**config.mk**
```make
export PLATFORM = sky130hd
export DESIGN_NAME = bf16_mul_pipe
export DESIGN_NICKNAME = d
export VERILOG_FILES = /design/src/rtl/bf16_mul_pipe.sv
export SDC_FILE = /design/constraint.sdc
export NUM_CORES = 1
export LEC_CHECK = 0
export ABC_AREA = 0
export ABC_CLOCK_PERIOD_IN_PS = 18200
export CAP_MARGIN = 10
export CELL_PAD_IN_SITES_DETAIL_PLACEMENT = 2
export CELL_PAD_IN_SITES_GLOBAL_PLACEMENT = 2
export CORE_UTILIZATION = 35
export CTS_CLUSTER_SIZE = 16
export DETAILED_ROUTE_END_ITERATION = 16
export GPL_TIMING_DRIVEN = 0
export PLACE_DENSITY = 0.85
export SETUP_SLACK_MARGIN = 0.02
export SYNTH_ARGS = -nofsm -noshare
export SYNTH_HDL_FRONTEND = slang
export SYNTH_SLANG_ARGS = --single-unit
```
**constraint.sdc**
```tcl
create_clock -name clk -period 18.2 [get_ports clk]
set_input_delay 4.55 -clock clk [delete_from_list [all_inputs] [get_ports clk]]
set_output_delay 4.55 -clock clk [all_outputs]
set_load 0.03 [all_outputs]
```
**src/rtl/bf16_mul_pipe.sv**
```systemverilog
// Multi-lane bf16 x bf16 multiplier, three register stages, exact fp32 or bf16 RNE output.
// Zero/subnormal inputs flush to zero; one shared advance enable stalls the whole pipe.
module bf16_mul_pipe #(
    parameter int LANES = 4
) (
    input  logic                  clk,
    input  logic                  rst,
    input  logic                  in_valid,
    output logic                  in_ready,
    input  logic                  in_fmt,
    input  logic [16*LANES-1:0]   in_a,
    input  logic [16*LANES-1:0]   in_b,
    output logic                  out_valid,
    input  logic                  out_ready,
    output logic [32*LANES-1:0]   out_p,
    output logic [3*LANES-1:0]    out_flags,
    input  logic                  sts_clr,
    output logic [2:0]            sts
);

    localparam logic [1:0] CLS_NUM  = 2'd0;
    localparam logic [1:0] CLS_ZERO = 2'd1;
    localparam logic [1:0] CLS_INF  = 2'd2;
    localparam logic [1:0] CLS_NAN  = 2'd3;

    // Joint operand class; NaN outranks inf, inf outranks zero.
    function automatic logic [1:0] f_class(input logic [15:0] x, input logic [15:0] y);
        logic x_nan, y_nan, x_inf, y_inf, x_zero, y_zero;
        x_nan  = (x[14:7] == 8'hFF) && (x[6:0] != 7'd0);
        y_nan  = (y[14:7] == 8'hFF) && (y[6:0] != 7'd0);
        x_inf  = (x[14:7] == 8'hFF) && (x[6:0] == 7'd0);
        y_inf  = (y[14:7] == 8'hFF) && (y[6:0] == 7'd0);
        x_zero = (x[14:7] == 8'h00);
        y_zero = (y[14:7] == 8'h00);
        if (x_nan || y_nan || (x_inf && y_zero) || (y_inf && x_zero))
            f_class = CLS_NAN;
        else if (x_inf || y_inf)
            f_class = CLS_INF;
        else if (x_zero || y_zero)
            f_class = CLS_ZERO;
        else
            f_class = CLS_NUM;
    endfunction

    // Returns {carry, mantissa[6:0]} of the 23-bit fraction rounded to nearest-even.
    function automatic logic [7:0] f_round_bf16(input logic [22:0] man);
        logic rnd;
        rnd = man[15] & (man[16] | (|man[14:0]));
        f_round_bf16 = {1'b0, man[22:16]} + {7'd0, rnd};
    endfunction

    // Normalise, round, saturate and select; returns {flags, result}.
    function automatic logic [34:0] f_saturate(input logic sgn, input logic [1:0] cls,
                                               input logic [15:0] prod,
                                               input logic signed [9:0] esum, input logic fmt);
        logic [22:0]       man;
        logic [7:0]        rnd;
        logic signed [9:0] e;
        logic [31:0]       inf_v, zero_v, nan_v;
        man    = prod[15] ? {prod[14:0], 8'd0} : {prod[13:0], 9'd0};
        rnd    = f_round_bf16(man);
        e      = (fmt && rnd[7]) ? esum + 10'sd1 : esum;
        inf_v  = fmt ? {16'd0, sgn, 8'hFF, 7'd0} : {sgn, 8'hFF, 23'd0};
        zero_v = fmt ? {16'd0, sgn, 15'd0} : {sgn, 31'd0};
        nan_v  = fmt ? 32'h0000_7FC0 : 32'h7FC0_0000;
        case (cls)
            CLS_NAN:  f_saturate = {3'b100, nan_v};
            CLS_INF:  f_saturate = {3'b000, inf_v};
            CLS_ZERO: f_saturate = {3'b000, zero_v};
            default: begin
                if (e >= 10'sd255)
                    f_saturate = {3'b010, inf_v};
                else if (e <= 10'sd0)
                    f_saturate = {3'b001, zero_v};
                else
                    f_saturate = {3'b000, fmt ? {16'd0, sgn, e[7:0], rnd[6:0]}
                                              : {sgn, e[7:0], man}};
            end
        endcase
    endfunction

    logic                en;
    logic                vld_p0, vld_p1, vld_p2;
    logic                fmt_p0, fmt_p1;
    logic                sgn_p0 [LANES];
    logic [7:0]          ea_p0  [LANES];
    logic [7:0]          eb_p0  [LANES];
    logic [7:0]          ma_p0  [LANES];
    logic [7:0]          mb_p0  [LANES];
    logic [1:0]          cls_p0 [LANES];
    logic                sgn_p1 [LANES];
    logic [1:0]          cls_p1 [LANES];
    logic [15:0]         prod_p1[LANES];
    logic signed [9:0]   esum_p1[LANES];
    logic [32*LANES-1:0] p_p2;
    logic [3*LANES-1:0]  flags_p2;
    logic [15:0]         prod_s1[LANES];
    logic signed [9:0]   esum_s1[LANES];
    logic [2:0]          beat_flags;

    assign en        = ~vld_p2 | out_ready;
    assign in_ready  = en;
    assign out_valid = vld_p2;
    assign out_p     = vld_p2 ? p_p2 : '0;
    assign out_flags = vld_p2 ? flags_p2 : '0;

    always_comb begin
        for (int i = 0; i < LANES; i++) begin
            prod_s1[i] = {8'd0, ma_p0[i]} * {8'd0, mb_p0[i]};
            esum_s1[i] = $signed({2'b00, ea_p0[i]}) + $signed({2'b00, eb_p0[i]})
                         - 10'sd127 + $signed({9'd0, prod_s1[i][15]});
        end
    end

    always_ff @(posedge clk) begin
        if (rst) begin
            vld_p0 <= 1'b0;
            vld_p1 <= 1'b0;
            vld_p2 <= 1'b0;
        end else if (en) begin
            vld_p0 <= in_valid;
            vld_p1 <= vld_p0;
            vld_p2 <= vld_p1;
        end
    end

    always_ff @(posedge clk) begin
        if (en) begin
            fmt_p0 <= in_fmt;
            fmt_p1 <= fmt_p0;
            for (int i = 0; i < LANES; i++) begin
                // S1: decode and special-case classification
                sgn_p0[i] <= in_a[16*i+15] ^ in_b[16*i+15];
                ea_p0[i]  <= in_a[16*i+7 +: 8];
                eb_p0[i]  <= in_b[16*i+7 +: 8];
                ma_p0[i]  <= {1'b1, in_a[16*i +: 7]};
                mb_p0[i]  <= {1'b1, in_b[16*i +: 7]};
                cls_p0[i] <= f_class(in_a[16*i +: 16], in_b[16*i +: 16]);
                // S2: mantissa product and exponent sum
                sgn_p1[i]  <= sgn_p0[i];
                cls_p1[i]  <= cls_p0[i];
                prod_p1[i] <= prod_s1[i];
                esum_p1[i] <= esum_s1[i];
                // S3: normalise, round, select
                {flags_p2[3*i +: 3], p_p2[32*i +: 32]} <=
                    f_saturate(sgn_p1[i], cls_p1[i], prod_p1[i], esum_p1[i], fmt_p1);
            end
        end
    end

    always_comb begin
        beat_flags = 3'b000;
        for (int i = 0; i < LANES; i++)
            beat_flags = beat_flags | flags_p2[3*i +: 3];
    end

    // A delivered flag wins over a same-cycle clear.
    always_ff @(posedge clk) begin
        if (rst)
            sts <= 3'b000;
        else if (vld_p2 && out_ready)
            sts <= (sts_clr ? 3'b000 : sts) | beat_flags;
        else if (sts_clr)
            sts <= 3'b000;
    end

endmodule

```
### Cell classes on the final placement

Bar = 100 um.
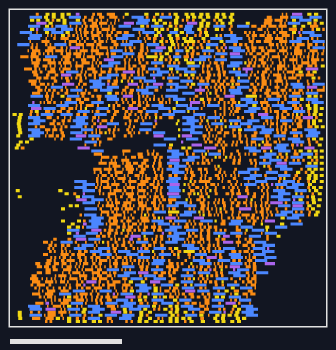
[yellow] other buffers and delay cells | cells: 356 | share of their area: 10%
[purple] clock drivers and dummy loads | cells: 94 | share of their area: 5.3%
[blue] flip-flops | cells: 396 | share of their area: 37%
[orange] all other logic | cells: 2049 | share of their area: 48%

### M2 wires

Cells faint in the background.
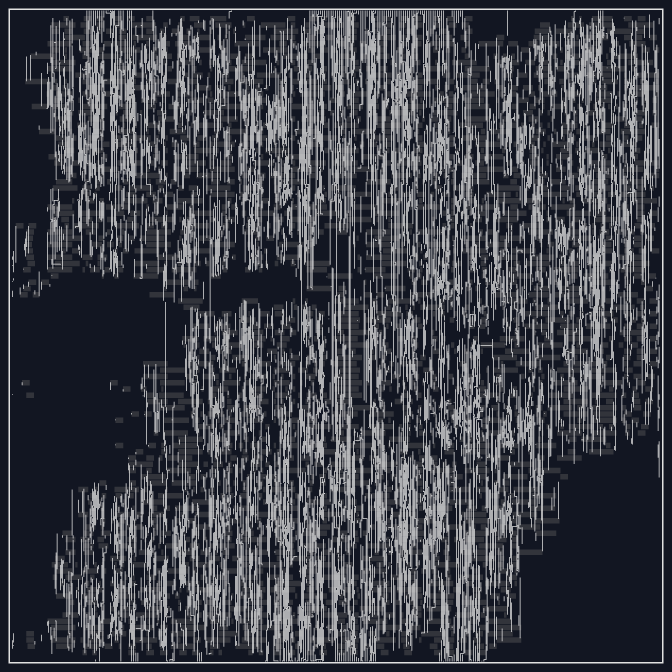
main direction: vertical
share of all routed wire: 52%

==> impl_metrics.yaml <==
# flow metrics
critical_path:
  rr_startpoint: "mb_p0[0][6]$_DFFE_PP_"
  cp-start-kind: "input pin"
  cp_top_family: "buffers and inverters"
  crit_path_max_fanout: 72
  criticalPathCategory: "input pin to output pin"
  cp_num_cells: 7
  critical_path.slowest_cell: "clkdlybuf4s50_1"
  worstPathArrival_ps: 7760
  rr_worst_depth: 29
  endpoint_kind: "output pin"
  crit_end: "in_ready"
  crit_path_frequent_cell: "buf_16"
  cp_num_buf_inv: 6
  path_cells: "clkdlybuf4s50_1 > nand2b_4 > buf_12 > buf_16 > buf_16 > buf_16 > clkdlybuf4s50_1"
  setup.worst_path.start: "out_ready"
  r2r_end: "esum_p1[0][8]$_DFFE_PP_"
  required_ps: 13650
  cpPeakStageDelay_ps: 740
  r2r_slack_ps: 10740
logic_synthesis:
  synth-edff-count: 390
  synthMostInstantiatedCell: "edfxtp_1"
  topCellsByArea: "edfxtp_1 (43%), fa_1 (11%), ha_1 (9.6%), and2_1 (6.3%), inv_1 (4.3%)"
  yosys_cells: 2517
  syn-num-nets: 3011
  synth.distinct_cells: 81
  synth_area_per_cell_um2: 10.9
  common_cells: "edfxtp_1 (390), inv_1 (313), and2_1 (278)"
  yosysSeqAreaShare_pct: 43.0
  yosysChipArea_um2: 27500
  postSynthCellCount: 2517
  async_reset_ff_share_pct: 0
  yosysTopAreaCell: "edfxtp_1"
  top_area_share_pct: 42.5
  synth_area_um2: 27500
  ys_warn_count: 0
  ys_ff: 396
  synthFlopType: "edfxtp_1"
global_routing:
  grt_pass1_wl_um: 144000
  grt_use_total_pct: 23.8
  overflow: 0
  grt_max_degree: 77
  antenna_found_initial: 10
  grt_pass1_vias: 23601
place:
  dp_hpwl_um: 73600
  io_buffers: 278
  routabilityCongestion: 0.888
clock_network:
  numCtsBuffers: 51
  cts_setup_buffers: 0
  post_cts_resized: 0
  holdBufCountCts: 0
  cts_tree: "built"
  clockBufferDepth: 3
  htreeDepth: 2
  cts_root_buf: "clkbuf_16"
  path_clk_slew_ps: 60
  clk_latency_ps: 620
  cts.sinks: 396
timing:
  hold_viol: 0
  totalNegativeSetupSlack_ps: 0
  max_slew.worst_pin.slew_ps: 1180
  period_needed_ps: 12310
  finClkSkew_ps: 34.1
  rsz0062_at_grt: "no"
  relSlewSlack_pct: 20.9
  setup_viol: 0
  post-route-period-util_pct: 67.6
  maxSlewViolCount: 0
  clock.fmax_ghz: 0.0813
pwr:
  seqPwrFrac_pct: 34.0
  power.switching_uw: 1740
  p_sw_share_pct: 39.1
  power-per-cell-area_nw_per_um2: 133
  p_int_uw: 2710
  total_power_uw: 4450
  p_leak_uw: 0.0142
  p_comb_share_pct: 42.2
  p_clk_share_pct: 23.8
  peakVddDrop_v: 0.0000609
floorplan:
  die_area_um2: 79800
  rows: 102
  die_y_um: 283
  initCoreUtil_pct: 35.4
  fp.dieW_um: 283
  io-pin-count: 279
layout:
  n_fill_cell: 7955
  lay_top_cells: "edfxtp_1 (390), inv_1 (313), and2_1 (278), clkdlybuf4s50_1 (278), ha_1 (212)"
  drive_above_1_share_pct: 5.04
  nNetsFinal: 3348
  lay_top_count: "edfxtp_1"
  synthToLayoutAreaGrowth_pct: 21.7
route:
  drcViolationCount: 0
  ant_nets: 0
  drt-vias-per-instance: 5.25
  vias: 20683
  wl_per_cell_um: 24.1
  drt_pass1_iterations: 5
  wl_um: 95000
  drt_first_iter_violations: 1107
min_path:
  hold_path_depth: 0
  hold_class: "flop to flop"
outcome:
  status: "finished, final reports clean"
run:
  warnings: 30
  max-cap-violations: 0
### Cell placement

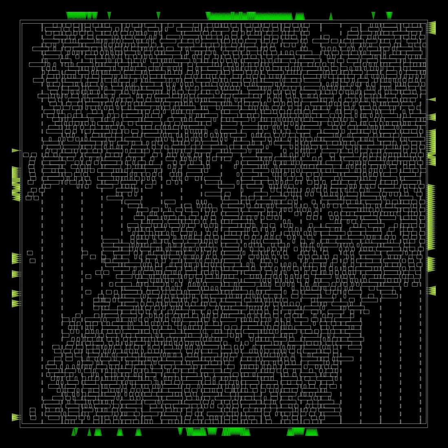
Tapcells: 1040
Seq area share: 35.3%
flop count: 396
core footprint: 77700 um2

logic make-up (layout without fill, tap and decap cells):
logic type                 count (synthesis)  after routing  synth area share, %
adders and majority gates                360            360                 20.4
other                                      0              4                    0
buffers and inverters                    386            764                 5.36
and+or+nand+nor                          844            844                 16.6
DFF                                      396            396                 43.0
xor gates and xnor gates                 133            133                 4.23
muxes                                     55             55                 2.08
AOI/OAI and AO/OA                        343            343                 8.41
worst min path at each step:
stage	startpoint	end	slack [ps]
finish	cls_p0[0][0]$_SDFFCE_PP1P_	cls_p1[0][0]$_DFFE_PP_	420
global route	sgn_p0[2]$_DFFE_PP_	sgn_p1[2]$_DFFE_PP_	430
CTS	cls_p0[0][0]$_SDFFCE_PP1P_	cls_p1[0][0]$_DFFE_PP_	420
detailed placement	sgn_p0[1]$_DFFE_PP_	sgn_p1[1]$_DFFE_PP_	410
global placement	fmt_p0$_DFFE_PP_	fmt_p1$_DFFE_PP_	410
floorplan	cls_p0[0][0]$_SDFFCE_PP1P_	cls_p1[0][0]$_DFFE_PP_	400
state kept, by name, indices dropped and copies added, names as in the netlist, 3 cells and up:
register / count
eb_p0: 32
flags_p2: 12
cls_p0: 8
ea_p0: 32
ma_p0: 28
prod_p1: 64
cls_p1: 8
esum_p1: 40
sgn_p1: 4
sgn_p0: 4
mb_p0: 28
p_p2: 128
sts: 3
cell type report:
class                           instances  area, um2  area share [%]
Multi-Input combinational cell       1735      14200            42.5
Sequential cell                       396      11800            35.3
Timing Repair Buffer                  284       2940            8.77
Clock buffer                           62       1340            3.99
Tap cell                             1040       1300            3.88
Inverter                              314       1180            3.52
Clock inverter                         32        377            1.12
Buffer                                 72        299           0.892
Antenna cell                            4       10.0          0.0299
stage by stage:
stage,std cells,setup slack [ps],area (um2),util (%),hold slack [ps]
2_1_floorplan,2517,4080,27500,-,400
3_3_place_gp,3835,253,31600,40.7,406
3_5_place_dp,3841,5960,31800,40.9,408
4_1_cts,3935,5930,33500,43.1,422
5_1_grt,3936,5780,33500,43.1,434
6_report,3939,5890,33500,43.1,421
layer usage:
layer  global-route usage (%)  share of wire, %  up-vias
met1                     28.2                41    10647
met4                     7.98               3.0       12
li1                         -                 -     9420
met5                        0             0.083        -
met2                     43.3                52      444
met3                     3.78               4.3      160
power groups by stage:
stage	registers [uW]	logic (uW)	clock network (uW)
after CTS	1510	1890	1080
after floorplan	1430	1290	0
final	1510	1880	1060
after global routing	1530	2080	1110
after global placement	1510	1700	0
after detailed placement	1530	1850	0
Power and IR drop assume default switching activity.
